[config.mk]
export PLATFORM = sky130hd
export DESIGN_NAME = run_sample_generator
export DESIGN_NICKNAME = d
export VERILOG_FILES = /design/src/rtl/run_pkg.sv /design/src/rtl/run_sample_generator_tri_wave_step.sv /design/src/rtl/run_sample_generator.sv
export SDC_FILE = /design/constraint.sdc
export NUM_CORES = 1
export LEC_CHECK = 0
export ABC_AREA = 1
export CAP_MARGIN = 40
export CELL_PAD_IN_SITES_DETAIL_PLACEMENT = 0
export CELL_PAD_IN_SITES_GLOBAL_PLACEMENT = 1
export CORE_MARGIN = 4
export CORE_UTILIZATION = 37
export DETAILED_ROUTE_END_ITERATION = 10
export GPL_ROUTABILITY_DRIVEN = 0
export PLACE_DENSITY_LB_ADDON = 0.1
export SYNTH_ARGS = -nofsm -noshare
export SYNTH_HDL_FRONTEND = slang
export SYNTH_SLANG_ARGS = --single-unit
[constraint.sdc]
create_clock -name clk -period 1.9 [get_ports clk]
set_input_delay 0.285 -clock clk [delete_from_list [all_inputs] [get_ports clk]]
set_output_delay 0.285 -clock clk [all_outputs]
set_load 0.005 [all_outputs]
[src/rtl/run_pkg.sv]
// Shared types and constants for the run sample generator and its
// triangle-wave update helpers.
package run_pkg;

    typedef enum logic [1:0] {
        ST_IDLE = 2'd0,
        ST_EMIT = 2'd1,
        ST_GAP  = 2'd2,
        ST_DONE = 2'd3
    } run_state_e;

    localparam logic DIR_UP   = 1'b1;
    localparam logic DIR_DOWN = 1'b0;

    localparam int HR_WIDTH    = 8;
    localparam int STEPS_WIDTH = 3;

endpackage

[src/rtl/run_sample_generator_tri_wave_step.sv]
// Bounded triangle-wave value: saturating up/down step whose direction
// turns on the freshly computed value.
module tri_wave_step
    import run_pkg::*;
#(
    parameter int WIDTH = 8,
    parameter int INIT  = 0,
    parameter int STEP  = 1,
    parameter int MIN   = 0,
    parameter int MAX   = 1
) (
    input  logic             clk,
    input  logic             rst_n,
    input  logic             load,
    input  logic             advance,
    output logic [WIDTH-1:0] value,
    output logic             dir
);

    localparam logic [WIDTH-1:0] INIT_V = WIDTH'(INIT);
    localparam logic [WIDTH-1:0] MIN_V  = WIDTH'(MIN);
    localparam logic [WIDTH-1:0] MAX_V  = WIDTH'(MAX);
    localparam logic [WIDTH:0]   STEP_V = (WIDTH+1)'(STEP);

    logic [WIDTH-1:0] value_r;
    logic             dir_r;
    logic [WIDTH-1:0] base_val_s;
    logic             base_dir_s;
    logic [WIDTH-1:0] next_val_s;
    logic             next_dir_s;
    logic [WIDTH:0]   sum_s;

    // Next value: optional reload, then one saturating step with the turn test on the result.
    always_comb begin
        base_val_s = load ? INIT_V : value_r;
        base_dir_s = load ? DIR_UP : dir_r;
        sum_s      = '0;
        next_val_s = base_val_s;
        next_dir_s = base_dir_s;
        if (advance) begin
            if (base_dir_s == DIR_UP) begin
                sum_s = {1'b0, base_val_s} + STEP_V;
                if (sum_s[WIDTH]) begin
                    next_val_s = '1;
                end else begin
                    next_val_s = sum_s[WIDTH-1:0];
                end
                if (next_val_s >= MAX_V) begin
                    next_dir_s = DIR_DOWN;
                end else begin
                    next_dir_s = DIR_UP;
                end
            end else begin
                // A borrow out of the top bit means the value would go below zero.
                sum_s = {1'b0, base_val_s} - STEP_V;
                if (sum_s[WIDTH]) begin
                    next_val_s = '0;
                end else begin
                    next_val_s = sum_s[WIDTH-1:0];
                end
                if (next_val_s <= MIN_V) begin
                    next_dir_s = DIR_UP;
                end else begin
                    next_dir_s = DIR_DOWN;
                end
            end
        end else begin
            next_val_s = base_val_s;
            next_dir_s = base_dir_s;
        end
    end

    // Value and direction registers.
    always_ff @(posedge clk or negedge rst_n) begin
        if (!rst_n) begin
            value_r <= INIT_V;
            dir_r   <= DIR_UP;
        end else begin
            value_r <= next_val_s;
            dir_r   <= next_dir_s;
        end
    end

    assign value = value_r;
    assign dir   = dir_r;

endmodule

[src/rtl/run_sample_generator.sv]
// Sample producer for the step calculator: emits triangle-wave heart rate
// and cadence with a one-cycle valid strobe every SAMPLE_PERIOD cycles.
module run_sample_generator
    import run_pkg::*;
#(
    parameter int HR_INIT       = 110,
    parameter int HR_STEP       = 11,
    parameter int HR_MIN        = 121,
    parameter int HR_MAX        = 198,
    parameter int STEPS_MIN     = 1,
    parameter int STEPS_MAX     = 4,
    parameter int STRIDE        = 75,
    parameter int SAMPLE_PERIOD = 2,
    parameter int NUM_SAMPLES   = 20
) (
    input  logic                   clk,
    input  logic                   rst_n,
    input  logic                   start,
    input  logic                   abort,
    output logic [HR_WIDTH-1:0]    hr_out,
    output logic [STEPS_WIDTH-1:0] steps_per_second,
    output logic [7:0]             stride_length,
    output logic                   valid_out,
    output logic                   busy,
    output logic                   done,
    output logic [7:0]             sample_count
);

    localparam logic [15:0] GAP_LOAD = 16'(SAMPLE_PERIOD - 2);
    localparam logic [7:0]  NUM_V    = 8'(NUM_SAMPLES);
    localparam logic [7:0]  STRIDE_V = 8'(STRIDE);

    run_state_e  state_r, state_s;
    logic [15:0] gap_r, gap_s;
    logic [7:0]  count_r, count_s;
    logic [7:0]  stride_r, stride_s;
    logic        valid_r, valid_s;
    logic        busy_r, busy_s;
    logic        done_r, done_s;
    logic        load_s, advance_s;
    logic        hr_dir_s, steps_dir_s;
    logic        unused_dir_s;

    tri_wave_step #(
        .WIDTH(HR_WIDTH), .INIT(HR_INIT), .STEP(HR_STEP), .MIN(HR_MIN), .MAX(HR_MAX)
    ) u_hr (
        .clk(clk), .rst_n(rst_n), .load(load_s), .advance(advance_s),
        .value(hr_out), .dir(hr_dir_s)
    );

    tri_wave_step #(
        .WIDTH(STEPS_WIDTH), .INIT(0), .STEP(1), .MIN(STEPS_MIN), .MAX(STEPS_MAX)
    ) u_steps (
        .clk(clk), .rst_n(rst_n), .load(load_s), .advance(advance_s),
        .value(steps_per_second), .dir(steps_dir_s)
    );

    assign unused_dir_s = hr_dir_s ^ steps_dir_s;

    // Next-state and output decode; abort overrides start and any pending update.
    always_comb begin
        state_s   = state_r;
        gap_s     = gap_r;
        count_s   = count_r;
        stride_s  = stride_r;
        valid_s   = 1'b0;
        busy_s    = busy_r;
        done_s    = done_r;
        load_s    = 1'b0;
        advance_s = 1'b0;
        if (abort) begin
            state_s  = ST_IDLE;
            busy_s   = 1'b0;
            done_s   = 1'b0;
            stride_s = 8'd0;
        end else begin
            case (state_r)
                ST_IDLE, ST_DONE: begin
                    if (start) begin
                        load_s    = 1'b1;
                        advance_s = 1'b1;
                        valid_s   = 1'b1;
                        count_s   = 8'd1;
                        busy_s    = 1'b1;
                        done_s    = 1'b0;
                        stride_s  = STRIDE_V;
                        state_s   = ST_EMIT;
                    end else begin
                        state_s = state_r;
                    end
                end
                ST_EMIT: begin
                    if (count_r == NUM_V) begin
                        state_s  = ST_DONE;
                        busy_s   = 1'b0;
                        done_s   = 1'b1;
                        stride_s = 8'd0;
                    end else begin
                        state_s = ST_GAP;
                        gap_s   = GAP_LOAD;
                    end
                end
                ST_GAP: begin
                    if (gap_r == 16'd0) begin
                        advance_s = 1'b1;
                        valid_s   = 1'b1;
                        count_s   = count_r + 8'd1;
                        state_s   = ST_EMIT;
                    end else begin
                        gap_s = gap_r - 16'd1;
                    end
                end
                default: begin
                    state_s  = ST_IDLE;
                    busy_s   = 1'b0;
                    done_s   = 1'b0;
                    stride_s = 8'd0;
                end
            endcase
        end
    end

    // State and registered output flops.
    always_ff @(posedge clk or negedge rst_n) begin
        if (!rst_n) begin
            state_r  <= ST_IDLE;
            gap_r    <= 16'd0;
            count_r  <= 8'd0;
            stride_r <= 8'd0;
            valid_r  <= 1'b0;
            busy_r   <= 1'b0;
            done_r   <= 1'b0;
        end else begin
            state_r  <= state_s;
            gap_r    <= gap_s;
            count_r  <= count_s;
            stride_r <= stride_s;
            valid_r  <= valid_s;
            busy_r   <= busy_s;
            done_r   <= done_s;
        end
    end

    assign stride_length = stride_r;
    assign valid_out     = valid_r;
    assign busy          = busy_r;
    assign done          = done_r;
    assign sample_count  = count_r;

endmodule

==> Slide: Implementation Results, run 1 <==
Physical Implementation Snapshot

Final timing
  • Smallest hold slack: 0.4509 ns
  • Cycle use final: between 90 and 100%
  • Number of failing setup endpoints in the final timing report: 0
  • Count of final hold-check violations: 0
  • Achievable frequency: 0.5305 GHz
  • Unrepaired setup endpoints after global routing: yes
  • Clock skew: 0.01316 ns
  • Final min period: 1.885 ns
  • Number of slew-limit violations in the final report: 0

CTS
  • Max Root-Sink Buffers: 2
  • Clock buffer count from CTS: 5
  • Number of levels the H-tree was split into: 2
  • Root buffer cell: sky130_fd_sc_hd__clkbuf_8
  • Clk Latency, worst-skew pair: 0.31 ns
  • Clock edge transition at the registers on the reported setup and hold paths: approximately 0.09 ns
  • Number of sinks handled by clock tree synthesis: 42
  • CTS tree: yes

Pwr
  • Largest voltage drop on the vdd net: about 0.73 mV
  • Ratio of total power to cell area: 1747 nW/um^2
  • Leakage power: 1.992 nW

Finish
  • Most common library cell in the layout ignoring fill and taps: sky130_fd_sc_hd__nand2_1
  • Final Net Count: about 530
  • Fraction of layout cells with a size suffix above 1: 30.23%
  • Count of inserted antenna diode cells: 0
  • Dominant logic cell types in the final layout: sky130_fd_sc_hd__nand2_1, sky130_fd_sc_hd__buf_4, sky130_fd_sc_hd__nor2_1
  • Number of non-filler instances in the completed layout: 618
  • Area growth, synth to finish: 38.36%

Die
  • Number of cell rows: 32
  • FP Util: 38.70%
  • Floorplan die width: just under 100 um
  • Core region area: 7848 um^2
  • Full die area: 9721 um^2
  • Die height: 98.60 um
  • Boundary Pins: 34

Worst setup path
  • Gate family responsible for the most delay along the worst path: simple AND/OR/NAND/NOR gates
  • Slowest CP cell: sky130_fd_sc_hd__dfrtp_1
  • Bufs and invs on worst path: 3
  • CP peak stage delay: approximately 0.41 ns
  • Startpoint types: flip-flop
  • Chain of cells forming the critical path: ha_4 -> nand3_4 -> buf_12 -> nand2_8 -> inv_4 -> buf_4 -> nand3_1 -> nand2_1 -> nor2_2 -> nand3_1 -> nand2_1 -> nand2_1 -> nand2_1
  • Largest fanout on the critical path: 8
  • Endpoint required time on the critical path: 2.15 ns
  • Most used cell, CP: sky130_fd_sc_hd__nand2_1
  • Endpoint arrival time on the critical path: roughly 2.1 ns
  • Worst setup EP type: flip-flop
  • Worst Path Class, Setup: reg -> reg

Placed design
  • Placed cell count: 601
  • Number of buffers inserted by port buffering: 29
  • Detailed Place HPWL: between 6000 and 7000 um

Logic synthesis
  • Cell accounting for the most synthesized area: sky130_fd_sc_hd__dfrtp_1
  • Mean instance size in the synthesized netlist: 7.213 um^2
  • Number of standard cells reported by yosys: 421
  • Number of synthesis warnings: 0
  • Yosys top cell by instances: sky130_fd_sc_hd__nand2_1
  • Number of instances in the synthesized netlist: 421
  • Synth top cells by count: sky130_fd_sc_hd__nand2_1, sky130_fd_sc_hd__nor2_1, sky130_fd_sc_hd__inv_1
  • Top cells, area: sky130_fd_sc_hd__dfrtp_1, sky130_fd_sc_hd__nand2_1, sky130_fd_sc_hd__nor2_1, sky130_fd_sc_hd__dfstp_2, sky130_fd_sc_hd__nand3_1
  • Seq share, synth: 34.90%
  • Fraction of registers with async set or reset after synthesis: 100.0%
  • Yosys Chip Area: 3037 um^2
  • Mapped Area: 3037 um^2
  • Flop and latch count out of synthesis: 42
  • Dominant register cell: sky130_fd_sc_hd__dfrtp_1
  • Top-area cell share: 28.84%
  • Cell variety after synth: 39
  • Count of library flops with an enable pin: 0

GRT
  • GR Overflow Total: 0
  • Met2 usage: 29.23%
  • Grt met1 use: between 20 and 25%
  • Number of global-route vias before repair: 2992
  • Antenna violations before repair: 0
  • Global-route wire length before repair: 13750 um
  • Layer with the highest usage: met2
  • Global-route track usage on met3: between 3 and 4%
  • Pin count of the biggest net entering global routing: 27
  • All-layer global routing usage: between 10% and 20%

Run
  • Reported max-cap violation count: 0
  • Tool warnings: 32

Detailed routing
  • Per-cell via count in the routed design: between 4 and 5
  • Post-route DRC: 0
  • Vias: 2993
  • Drt first-iter violations: around 73
  • Routed WL per cell: 12.83 um
  • Total wire length after detailed routing: just under 8000 um
  • First-pass iteration count of the detailed router: 4
  • Remaining number of nets flagged by the antenna check after routing: 0

Worst hold path
  • Min-Delay Path Class: in -> async

Status
  • Status: complete, no violations
run 1: layout make-up:
type                       count  area (um^2)
tap                          102        127.6
sequential                    42         1060
clock buffer                   6        72.57
fill                         771         3646
clock inverter                 2        13.76
timing repair buffer          98        834.6
multi-input combinational    319         1907
inverter                      49        186.4
run 1: routing by layer:
| metal | vias up | routed length (um) |
|---|---|---|
| met1 | 1398 | 3730 |
| met4 | 0 | 73 |
| li1 | 1555 | - |
| met3 | 7 | 194 |
| met2 | 33 | 3928 |
| met5 | - | 0 |
run 1: flip-flops by register name, summed over array words and instances (netlist names):
register,flops
state_r,2
u_steps.dir,1
u_hr.dir,1
u_steps.value,3
valid_out,1
u_hr.value,8
gap_r,16
done,1
stride_length,1
sample_count,8
run 1: power by group:
group / switching, W / internal (W)
logic: 0.00276 / 0.00241
clock network: 0.000348 / 0.000260
registers: 0.000316 / 0.00125
run 1: what timing repair did:
action / in CTS / in global routing
setup buffers: 3 / 5
pin swaps: 9 / 24
hold buffers: 1 / 0
gates resized: 14 / 37
setup endpoints to repair: 6 / 36
endpoints found under the hold margin: 13 / 0
run 1: cell families after synthesis:
| group | count (synthesis) | share of synthesized area (%) |
|---|---|---|
| AND/OR/NAND/NOR | 230 | 36.38 |
| AND-OR/OR-AND | 66 | 12.86 |
| buffers and inverters | 63 | 9.271 |
| flip-flops | 42 | 34.90 |
| XOR/XNOR | 11 | 3.173 |
| adder cells (fa/ha/maj) | 8 | 3.296 |
| other | 1 | 0.1235 |
run 1: worst paths after layout:
kind,start,to,slack (ns),depth (start not counted)
setup reg to reg,state_r[1]$_DFFE_PN0P_,u_hr.dir$_DFF_PN1_,0.02,13
setup / recovery,state_r[1]$_DFFE_PN0P_,u_hr.dir$_DFF_PN1_,0.02,13
hold / removal,rst_n,sample_count[6]$_DFFE_PN0P_,0.45,2
min in group clk,done$_DFFE_PN0P_,done$_DFFE_PN0P_,0.53,2
max in group asynchronous,rst_n,u_hr.value[1]$_DFF_PN1_,0.87,3
hold reg to reg,done$_DFFE_PN0P_,done$_DFFE_PN0P_,0.53,2
run 1: metrics by stage:
stage,cell area [um^2],setup slack [ns],utilization (%),TNS (ns),power (W)
after CTS,4039,-0.005590,51.47,-0.008713,0.007060
after floorplan,3070,0.04284,-,0,0.004455
final,4202,0.01503,53.54,0,0.007338
after global placement,3864,-0.1880,49.23,-1.314,0.006218
after detailed placement,3864,-0.1820,49.23,-1.540,0.006250
after global routing,4202,-0.1250,53.54,-0.9430,0.008068
**Run 1: signal wires by layer**

Two of the layers only.
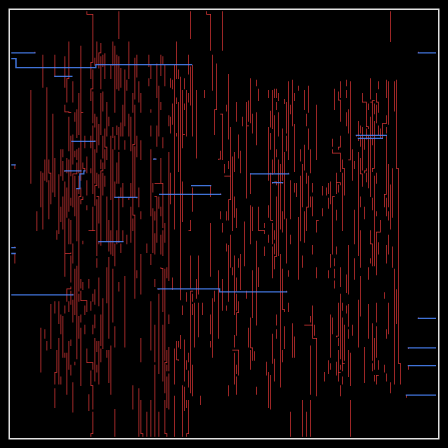
Key: M3 = blue [wire length 194 um]; M2 = red [wire length 3930 um]

**Run 1: wiring heat map**

20 x 20 tiles, from dark purple (low) to yellow (high), scaled to the fullest tile. Values are wire area over tile area, all layers added.
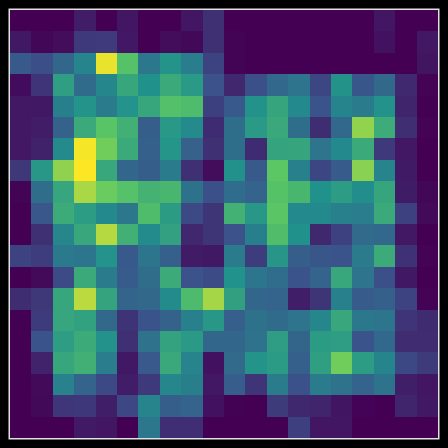
The mean over all tiles is 0.12. 24% of the tiles are over half the peak. 17% of the tiles are nearly empty. The densest ninth of the die: left middle. The emptiest ninth of the die: top right.

**Run 1: flops by top-level scope**

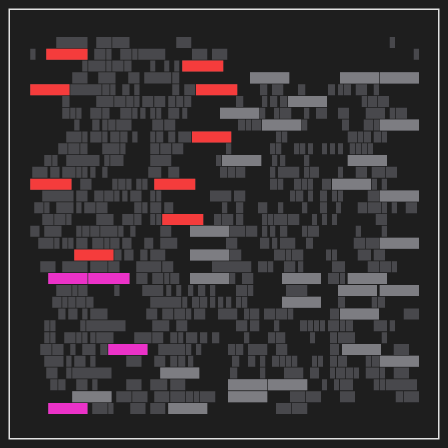
Key: u_hr = red [sequential cells 9]; u_steps = magenta [sequential cells 4]
Another 29 sequential cells are not coloured.

**Run 1: the clock network**

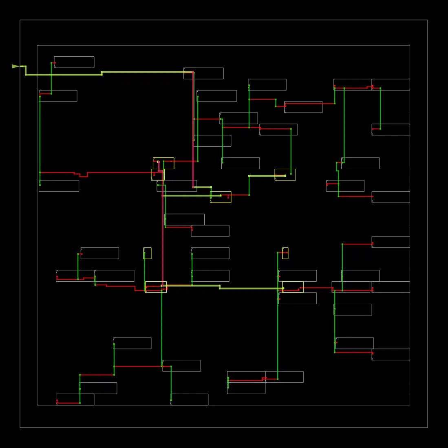

==> run 2: changes to the inputs <==
ABC_CLOCK_PERIOD_IN_PS = 2000   (was not set)
CORE_UTILIZATION = 41   (was 37)
PLACE_DENSITY_LB_ADDON = 0.08   (was 0.1)
clock period = 2 ns   (was 1.9 ns; I/O delays follow)
**Run 2: the clock network**

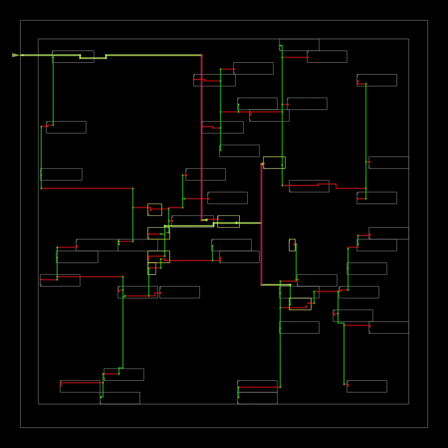
clock buffer count from CTS: 5
Clk Latency, worst-skew pair: 0.29 ns
tally of clock buffers in the finished layout: 6
count of sequential standard cells: 42
clock skew: 0.005683 ns

**Run 2: local utilization**

The bar under the picture is 20 um long. 9 x 9 tiles, from dark purple (low) to yellow (high), 0 to 100% covered.
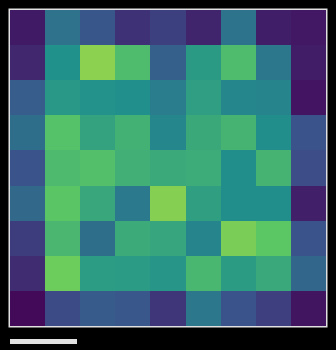
The mean over all tiles is 43%. The emptiest ninth of the die: top right. 4.9% of the tiles are over 75% full. The fullest tile reaches 82%.

==> run 2 against run 1 <==
Net effect:
- via count down 2.8%
- global-route usage up 0.96 points
- sequential power down 4%
- clock power down 7.7%
- design area down 6.1%
- area after synthesis unchanged
- power down 12%
- combinational power down 15%
- critical path depth down 3
- cell count down 3.4%
- critical endpoint is now u_hr.value[0]$_DFF_PN0_
- largest cell class unchanged
- largest power group unchanged
- highest routed layer unchanged
==> Slide: Implementation Results, run 2 <==
Physical Implementation Snapshot

Status
  • Status: complete, no violations

Die
  • Floorplan die width: 94.06 um (-4.6%)
  • Number of cell rows: 31 (-3.1%)
  • FP Util: 42.09% (+3.4 points)
  • Die height: 94.06 um (-4.6%)
  • Core region area: 7214 um^2 (-8.1%)
  • Boundary Pins: 34 (unchanged)
  • Full die area: 8847 um^2 (-9.0%)

Finish
  • Dominant logic cell types in the final layout: sky130_fd_sc_hd__nand2_1, sky130_fd_sc_hd__nor2_1, sky130_fd_sc_hd__buf_4
  • Fillcell total: 746 (-3.2%)
  • Number of flip-flops under the largest register name: 16 (unchanged)
  • Final cell utilization of the core: 54.70% (+1.2 points)
  • Fraction of layout cells with a size suffix above 1: 23.49% (-6.7 points)
  • Largest register by flop count: gap_r
  • Most common library cell in the layout ignoring fill and taps: sky130_fd_sc_hd__nand2_1
  • Area growth, synth to finish: 29.95%
  • Final Net Count: 509 (-3.4%)
  • Combined area of the multi-input logic cells: 1794 um^2 (-5.9%)
  • Count of inserted antenna diode cells: 0 (unchanged)
  • Total area of sequential cells: 1060 um^2 (unchanged)
  • Number of non-filler instances in the completed layout: 597 (-3.4%)

Logic synthesis
  • Mean instance size in the synthesized netlist: 7.213 um^2 (unchanged)
  • Top-area cell share: 28.84% (unchanged)
  • Dominant register cell: sky130_fd_sc_hd__dfrtp_1
  • Count of library flops with an enable pin: 0 (unchanged)
  • Seq share, synth: 34.90% (unchanged)
  • Fraction of registers with async set or reset after synthesis: 100.0% (unchanged)
  • Top cells, area: sky130_fd_sc_hd__dfrtp_1, sky130_fd_sc_hd__nand2_1, sky130_fd_sc_hd__nor2_1, sky130_fd_sc_hd__dfstp_2, sky130_fd_sc_hd__nand3_1
  • Cell variety after synth: 39 (unchanged)
  • Synth top cells by count: sky130_fd_sc_hd__nand2_1, sky130_fd_sc_hd__nor2_1, sky130_fd_sc_hd__inv_1
  • Yosys Chip Area: 3037 um^2 (unchanged)
  • Number of standard cells reported by yosys: 421 (unchanged)
  • Number of instances in the synthesized netlist: 421 (unchanged)
  • Cell accounting for the most synthesized area: sky130_fd_sc_hd__dfrtp_1
  • Yosys top cell by instances: sky130_fd_sc_hd__nand2_1
  • Flop and latch count out of synthesis: 42 (unchanged)
  • Mapped Area: 3037 um^2 (unchanged)
  • Number of synthesis warnings: 0 (unchanged)

Detailed routing
  • First-pass iteration count of the detailed router: 4 (unchanged)
  • Drt first-iter violations: 88 (+21%)
  • Remaining number of nets flagged by the antenna check after routing: 0 (unchanged)
  • Post-route DRC: 0 (unchanged)
  • Per-cell via count in the routed design: 4.874 (+0.65%)

CTS
  • Number of sinks handled by clock tree synthesis: 42 (unchanged)
  • Clock edge transition at the registers on the reported setup and hold paths: 0.09 ns (about the same)
  • Root buffer cell: sky130_fd_sc_hd__clkbuf_8
  • Number of levels the H-tree was split into: 2 (unchanged)
  • CTS tree: yes
  • Max Root-Sink Buffers: 2 (unchanged)

Pwr
  • Leakage power: 1.907 nW (-4.3%)
  • Ratio of total power to cell area: 1636 nW/um^2 (-6.3%)
  • Overall power: 0.006456 W (-12%)
  • Largest voltage drop on the vdd net: 0.7682 mV (+4.9%)

Run
  • Reported max-cap violation count: 0 (unchanged)
  • Tool warnings: 31 (-3.1%)

Worst setup path
  • Worst Reg2Reg Path Length in Cells: 10 (-3)
  • Worst setup EP type: flip-flop
  • Worst r2r dst: u_hr.value[0]$_DFF_PN0_
  • Endpoint arrival time on the critical path: 2.10 ns (-0.03 ns)
  • Bufs and invs on worst path: 2 (-1)
  • CP peak stage delay: 0.42 ns (about the same)
  • Worst reg2reg path startpoint: state_r[1]$_DFFE_PN0P_
  • Setup slack of the worst register-to-register path: 0.09 ns (+0.07 ns)
  • Slowest CP cell: sky130_fd_sc_hd__dfrtp_1
  • Gate family responsible for the most delay along the worst path: simple AND/OR/NAND/NOR gates
  • Largest fanout on the critical path: 8 (unchanged)
  • Most used cell, CP: sky130_fd_sc_hd__nand2_4
  • Chain of cells forming the critical path: ha_4 -> nand3_4 -> buf_12 -> nand2_4 -> nand2_1 -> nor2_1 -> nand2_4 -> inv_2 -> o21ai_1 -> a22o_1
  • Worst Path Class, Setup: reg -> reg
  • Startpoint types: flip-flop
  • Endpoint required time on the critical path: 2.19 ns (+0.04 ns)

GRT
  • Grt met1 use: 23.10% (+1.2 points)
  • Global-route track usage on met3: 2.724% (-0.74 points)
  • Antenna violations before repair: 0 (unchanged)
  • GR Overflow Total: 0 (unchanged)
  • Pin count of the biggest net entering global routing: 26 (-3.7%)
  • Met2 usage: 30.87% (+1.6 points)
  • Global-route wire length before repair: 12610 um (-8.3%)
  • Layer with the highest usage: met2
  • Number of global-route vias before repair: 2769 (-7.5%)

Final timing
  • Cycle use final: 95.66% (-3.5 points)
  • Number of slew-limit violations in the final report: 0 (unchanged)
  • Number of failing setup endpoints in the final timing report: 0 (unchanged)
  • Setup tns final: 0 ns (unchanged)
  • Final min period: 1.913 ns (+0.02827 ns)
  • Achievable frequency: 0.5227 GHz (-1.5%)
  • Count of final hold-check violations: 0 (unchanged)
  • Unrepaired setup endpoints after global routing: yes

Placed design
  • Number of buffers inserted by port buffering: 29 (unchanged)
  • Detailed Place HPWL: 5889 um (-2.9%)
  • Placed cell count: 585 (-2.7%)

Worst hold path
  • Min-Delay Path Class: in -> async
**Run 2: wiring heat map**

19 x 19 tiles, from dark purple (low) to yellow (high), scaled to the fullest tile. Values are wire area over tile area, all layers added.
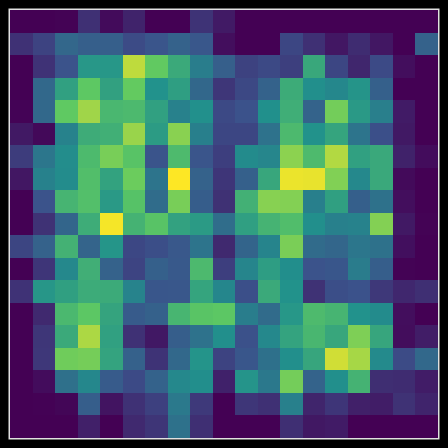
Routed WL per cell: 12.62 um
vias: 2910
all-layer global routing usage: 17.87%
total wire length after detailed routing: 7532 um

run 2: worst max path at each step:
stage	startpoint	endpoint	slack, ns	cells after the start
floorplan	state_r[0]$_DFFE_PN0P_	u_steps.value[1]$_DFF_PN0_	0.02	11
global placement	abort	u_hr.dir$_DFF_PN1_	-0.13	12
detailed placement	start	u_hr.dir$_DFF_PN1_	-0.12	13
CTS	gap_r[0]$_DFFE_PN0P_	u_hr.value[5]$_DFF_PN1_	0.04	10
global route	state_r[1]$_DFFE_PN0P_	u_hr.dir$_DFF_PN1_	-0.02	13
finish	state_r[1]$_DFFE_PN0P_	u_hr.value[0]$_DFF_PN0_	0.09	10
run 2: worst register-to-register path, stage by stage, from the launching register on:
cell	delay, ns
sky130_fd_sc_hd__dfrtp_1	0.42
sky130_fd_sc_hd__ha_4	0.32
sky130_fd_sc_hd__nand3_4	0.11
sky130_fd_sc_hd__buf_12	0.18
sky130_fd_sc_hd__nand2_4	0.09
sky130_fd_sc_hd__nand2_1	0.07
sky130_fd_sc_hd__nor2_1	0.21
sky130_fd_sc_hd__nand2_4	0.10
sky130_fd_sc_hd__inv_2	0.07
sky130_fd_sc_hd__o21ai_1	0.05
sky130_fd_sc_hd__a22o_1	0.18
run 2: kinds of logic after synthesis:
family	after synthesis	synth area share, %
XOR/XNOR	11	3.173
AND/OR/NAND/NOR	230	36.38
flip-flops	42	34.90
adder cells (fa/ha/maj)	8	3.296
buffers and inverters	63	9.271
other	1	0.1235
AND-OR/OR-AND	66	12.86
run 2: cell type report:
| cell class | instances | share of cell area [%] |
|---|---|---|
| Sequential cell | 42 | 26.85 |
| Multi-Input combinational cell | 319 | 45.47 |
| Inverter | 49 | 4.724 |
| Tap cell | 99 | 3.139 |
| Clock inverter | 2 | 0.3488 |
| Clock buffer | 6 | 1.839 |
| Timing Repair Buffer | 80 | 17.63 |
run 2: timing repair:
| action | in CTS | in global routing |
|---|---|---|
| hold endpoints to repair | 10 | 0 |
| endpoints found under the setup margin | 5 | 35 |
| resized | 3 | 22 |
| hold buffers | 1 | 0 |
| buffers inserted | 0 | 3 |
| pin swaps | 0 | 10 |
run 2: report_power, final:
group	internal, W	switching (W)
logic	0.00200	0.00240
clock network	0.000247	0.000315
registers	0.00119	0.000311
total	0.00343	0.00303
run 2: per-layer routing:
metal  wire, um  share of wire (%)
met5          0                  0
met4        106                1.4
met3        162                2.2
met2       3750                 50
met1       3512                 47
run 2: through the flow:
step / setup slack [ns] / hold WS, ns / area [um^2]
3_3_place_gp: -0.1272 / 0.2163 / 3742
3_5_place_dp: -0.1205 / 0.2177 / 3742
6_report: 0.08675 / 0.4179 / 3946
5_1_grt: -0.02302 / 0.4303 / 3946
2_1_floorplan: 0.01868 / 0.004409 / 3050
4_1_cts: 0.03790 / 0.4245 / 3854
Power is estimated from default activity; no workload was simulated.
